==> config.mk <==
export PLATFORM = sky130hd
export DESIGN_NAME = cp0_exc_unit
export DESIGN_NICKNAME = d
export VERILOG_FILES = /design/src/rtl/cp0_exc_unit.sv
export SDC_FILE = /design/constraint.sdc
export NUM_CORES = 1
export LEC_CHECK = 0
export ABC_CLOCK_PERIOD_IN_PS = 4000
export CORE_MARGIN = 4
export CORE_UTILIZATION = 25
export DETAILED_ROUTE_END_ITERATION = 7
export PLACE_DENSITY_LB_ADDON = 0.08
export SETUP_SLACK_MARGIN = 0.1
export SKIP_LAST_GASP = 1
export SYNTH_ARGS = -nofsm -noshare
export SYNTH_HDL_FRONTEND = slang
export SYNTH_SLANG_ARGS = --single-unit
==> constraint.sdc <==
create_clock -name clk -period 4 [get_ports clk]
set_input_delay 1.2 -clock clk [delete_from_list [all_inputs] [get_ports clk]]
set_output_delay 1.2 -clock clk [all_outputs]
set_load 0.01 [all_outputs]
==> src/rtl/cp0_exc_unit.sv <==
// CP0 for the 5-stage MIPS pipeline: SR/Cause/EPC/PRId, interrupt vs exception
// arbitration at M, the IntExc flush request and mfc0/mtc0 access.
module cp0_exc_unit #(
  parameter logic [31:0] PRID          = 32'h4C55_0007,
  parameter logic [31:0] PC_ALIGN_MASK = 32'hFFFF_FFFC
) (
  input  logic        clk,
  input  logic        reset,
  input  logic [4:0]  A1,
  input  logic [4:0]  A2,
  input  logic [31:0] DIn,
  input  logic        We,
  input  logic [31:0] PC_M,
  input  logic        BD_M,
  input  logic [4:0]  EXCIn,
  input  logic [5:0]  HWInt,
  input  logic        EXLClr,
  output logic        IntExc,
  output logic [31:0] EPC,
  output logic [31:0] DOut
);

  localparam logic [4:0] REG_SR    = 5'd12;
  localparam logic [4:0] REG_CAUSE = 5'd13;
  localparam logic [4:0] REG_EPC   = 5'd14;
  localparam logic [4:0] REG_PRID  = 5'd15;

  logic [5:0]  im_q, im_d;
  logic        exl_q, exl_d;
  logic        ie_q, ie_d;
  logic        bd_q, bd_d;
  logic [5:0]  ip_q, ip_d;
  logic [4:0]  exc_code_q, exc_code_d;
  logic [31:0] epc_q, epc_d;

  logic        int_req;
  logic        exc_req;
  logic [31:0] sr_word;
  logic [31:0] cause_word;

  always_comb begin
    int_req    = (|(HWInt & im_q)) & ie_q & ~exl_q;
    exc_req    = (EXCIn != 5'd0) & ~exl_q;
    IntExc     = int_req | exc_req;

    im_d       = im_q;
    exl_d      = exl_q;
    ie_d       = ie_q;
    bd_d       = bd_q;
    ip_d       = HWInt;
    exc_code_d = exc_code_q;
    epc_d      = epc_q;

    if (IntExc) begin
      // The trapped instruction must not commit its own mtc0/eret effects.
      exl_d      = 1'b1;
      bd_d       = BD_M;
      epc_d      = (BD_M ? PC_M - 32'd4 : PC_M) & PC_ALIGN_MASK;
      exc_code_d = int_req ? 5'd0 : EXCIn;
    end else begin
      if (We && A2 == REG_SR) begin
        im_d  = DIn[15:10];
        exl_d = DIn[1];
        ie_d  = DIn[0];
      end
      if (We && A2 == REG_EPC) begin
        epc_d = DIn & PC_ALIGN_MASK;
      end
      if (EXLClr) begin
        exl_d = 1'b0;
      end
    end
  end

  always_comb begin
    sr_word    = {16'h0, im_q, 8'h0, exl_q, ie_q};
    cause_word = {bd_q, 15'h0, ip_q, 3'h0, exc_code_q, 2'h0};
    DOut       = 32'h0;
    case (A1)
      REG_SR:    DOut = sr_word;
      REG_CAUSE: DOut = cause_word;
      REG_EPC:   DOut = epc_q;
      REG_PRID:  DOut = PRID;
      default:   DOut = 32'h0;
    endcase
  end

  assign EPC = epc_q;

  always_ff @(posedge clk) begin
    if (reset) begin
      im_q       <= 6'd0;
      exl_q      <= 1'b0;
      ie_q       <= 1'b0;
      bd_q       <= 1'b0;
      ip_q       <= 6'd0;
      exc_code_q <= 5'd0;
      epc_q      <= 32'd0;
    end else begin
      im_q       <= im_d;
      exl_q      <= exl_d;
      ie_q       <= ie_d;
      bd_q       <= bd_d;
      ip_q       <= ip_d;
      exc_code_q <= exc_code_d;
      epc_q      <= epc_d;
    end
  end

endmodule

Signal wires on met1:
Scale bar: 50 microns.
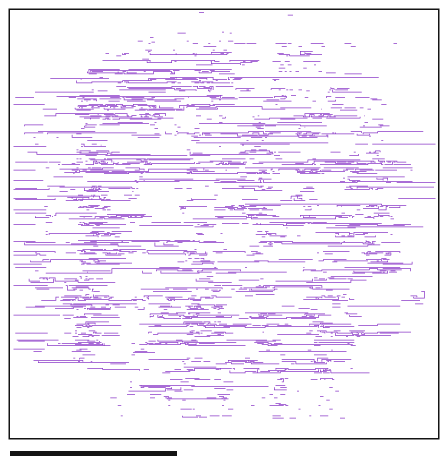
635 nets have wire on it. The layer carries 6620 microns of wire. The longest straight run is 48.8 microns.
detailed-route via count: 4227
routed wire length: 15100 microns
GRT met1 Usage: 22.8%

The metal 2 layer:
Scale bar: 50 microns.
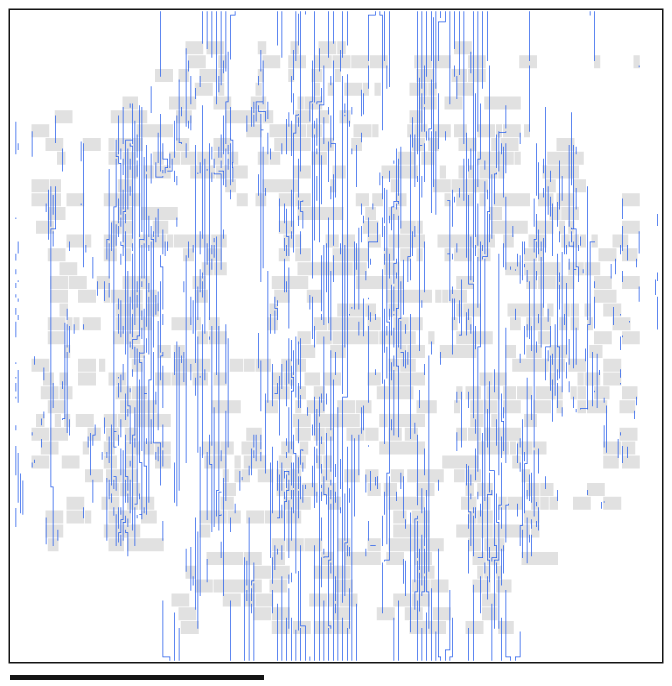
The layer holds 50% of the routed length. The longest straight run is 63.6 microns. 596 nets have wire on it.
met2 usage: 31.5%

==> flow_summary.json <==
{
  "die_w_microns": 128,
  "largestClassByArea": "multi-input combinational cells",
  "dieArea_sq_mm": 0.0165,
  "endpoint": "DOut[17]",
  "first_pass_iters": 4,
  "synth_adder_area_share_pct": 0.345,
  "ys_ff": 50,
  "rsz0062_at_grt": "true",
  "top_area_cell": "dfxtp_1",
  "hold_buffers": 0,
  "tritoncts": "yes",
  "synthesis.area_sq_mm": 0.00363,
  "max-cap-violations": 0,
  "cellLeakagePower_nw": 2.04,
  "endpoint_kind": "output port",
  "drt_iter0_markers": 226,
  "worstPathCellList": "clkdlybuf4s50_1 > nand3b_1 > nor2b_2 > buf_6 > and2_1 > clkdlybuf4s50_1",
  "slew_headroom_pct": 38.8,
  "tns_ns": -0.958,
  "final-seq-area_sq_mm": 0.00100,
  "synthMuxAreaShare_pct": 5.79,
  "crit_slowest_cell": "clkdlybuf4s50_1",
  "numCtsBuffers": 5,
  "combPwrFrac_pct": 27.4,
  "setup_viol": 12,
  "setup_ws_ns": -0.0987,
  "violations": "setup timing",
  "crit_fanout": 11,
  "n_all_buffers": 187,
  "overflow": 0,
  "outcome": "finished, violations left",
  "intPower_w": 0.00105,
  "ys_sh_xor_pct": 1.93,
  "reg2reg_depth": 5,
  "grt_pass1_wl_microns": 23400,
  "place_hpwl_microns": 11300,
  "r2r_setup_slack_ns": 1.90,
  "hp-class": "reg2reg",
  "largest_reg_flops": 30
}
metal layers:
layer	vias to the layer above	GRT usage (%)	share of wire, %
met1	2006	22.8	44
met2	121	31.5	50
met4	0	3.58	1.2
li1	2090	-	-
met3	10	2.45	4.9
met5	-	0	0
metrics by stage:
stage               std cells  instance area [sq um]  setup slack [ns]  util, %  power [W]
detailed placement        784                   5420            -0.231     38.6   0.000985
floorplan                 469                   3630             0.337        -   0.000747
global route              798                   5600            -0.194     39.9    0.00155
CTS                       797                   5610            -0.131     39.9    0.00150
finish                    798                   5600           -0.0987     39.9    0.00149
global placement          784                   5420            -0.243     38.6   0.000983
what timing repair did:
item                                    CTS  global route
gates resized                            24            22
endpoints found under the setup margin   33            22
hold endpoints to repair                  0             0
setup buffers                             4             1
cloned                                    1             0
pin swaps                                 0             3
Power figures rest on the tool's default switching activity, not on a simulated workload.
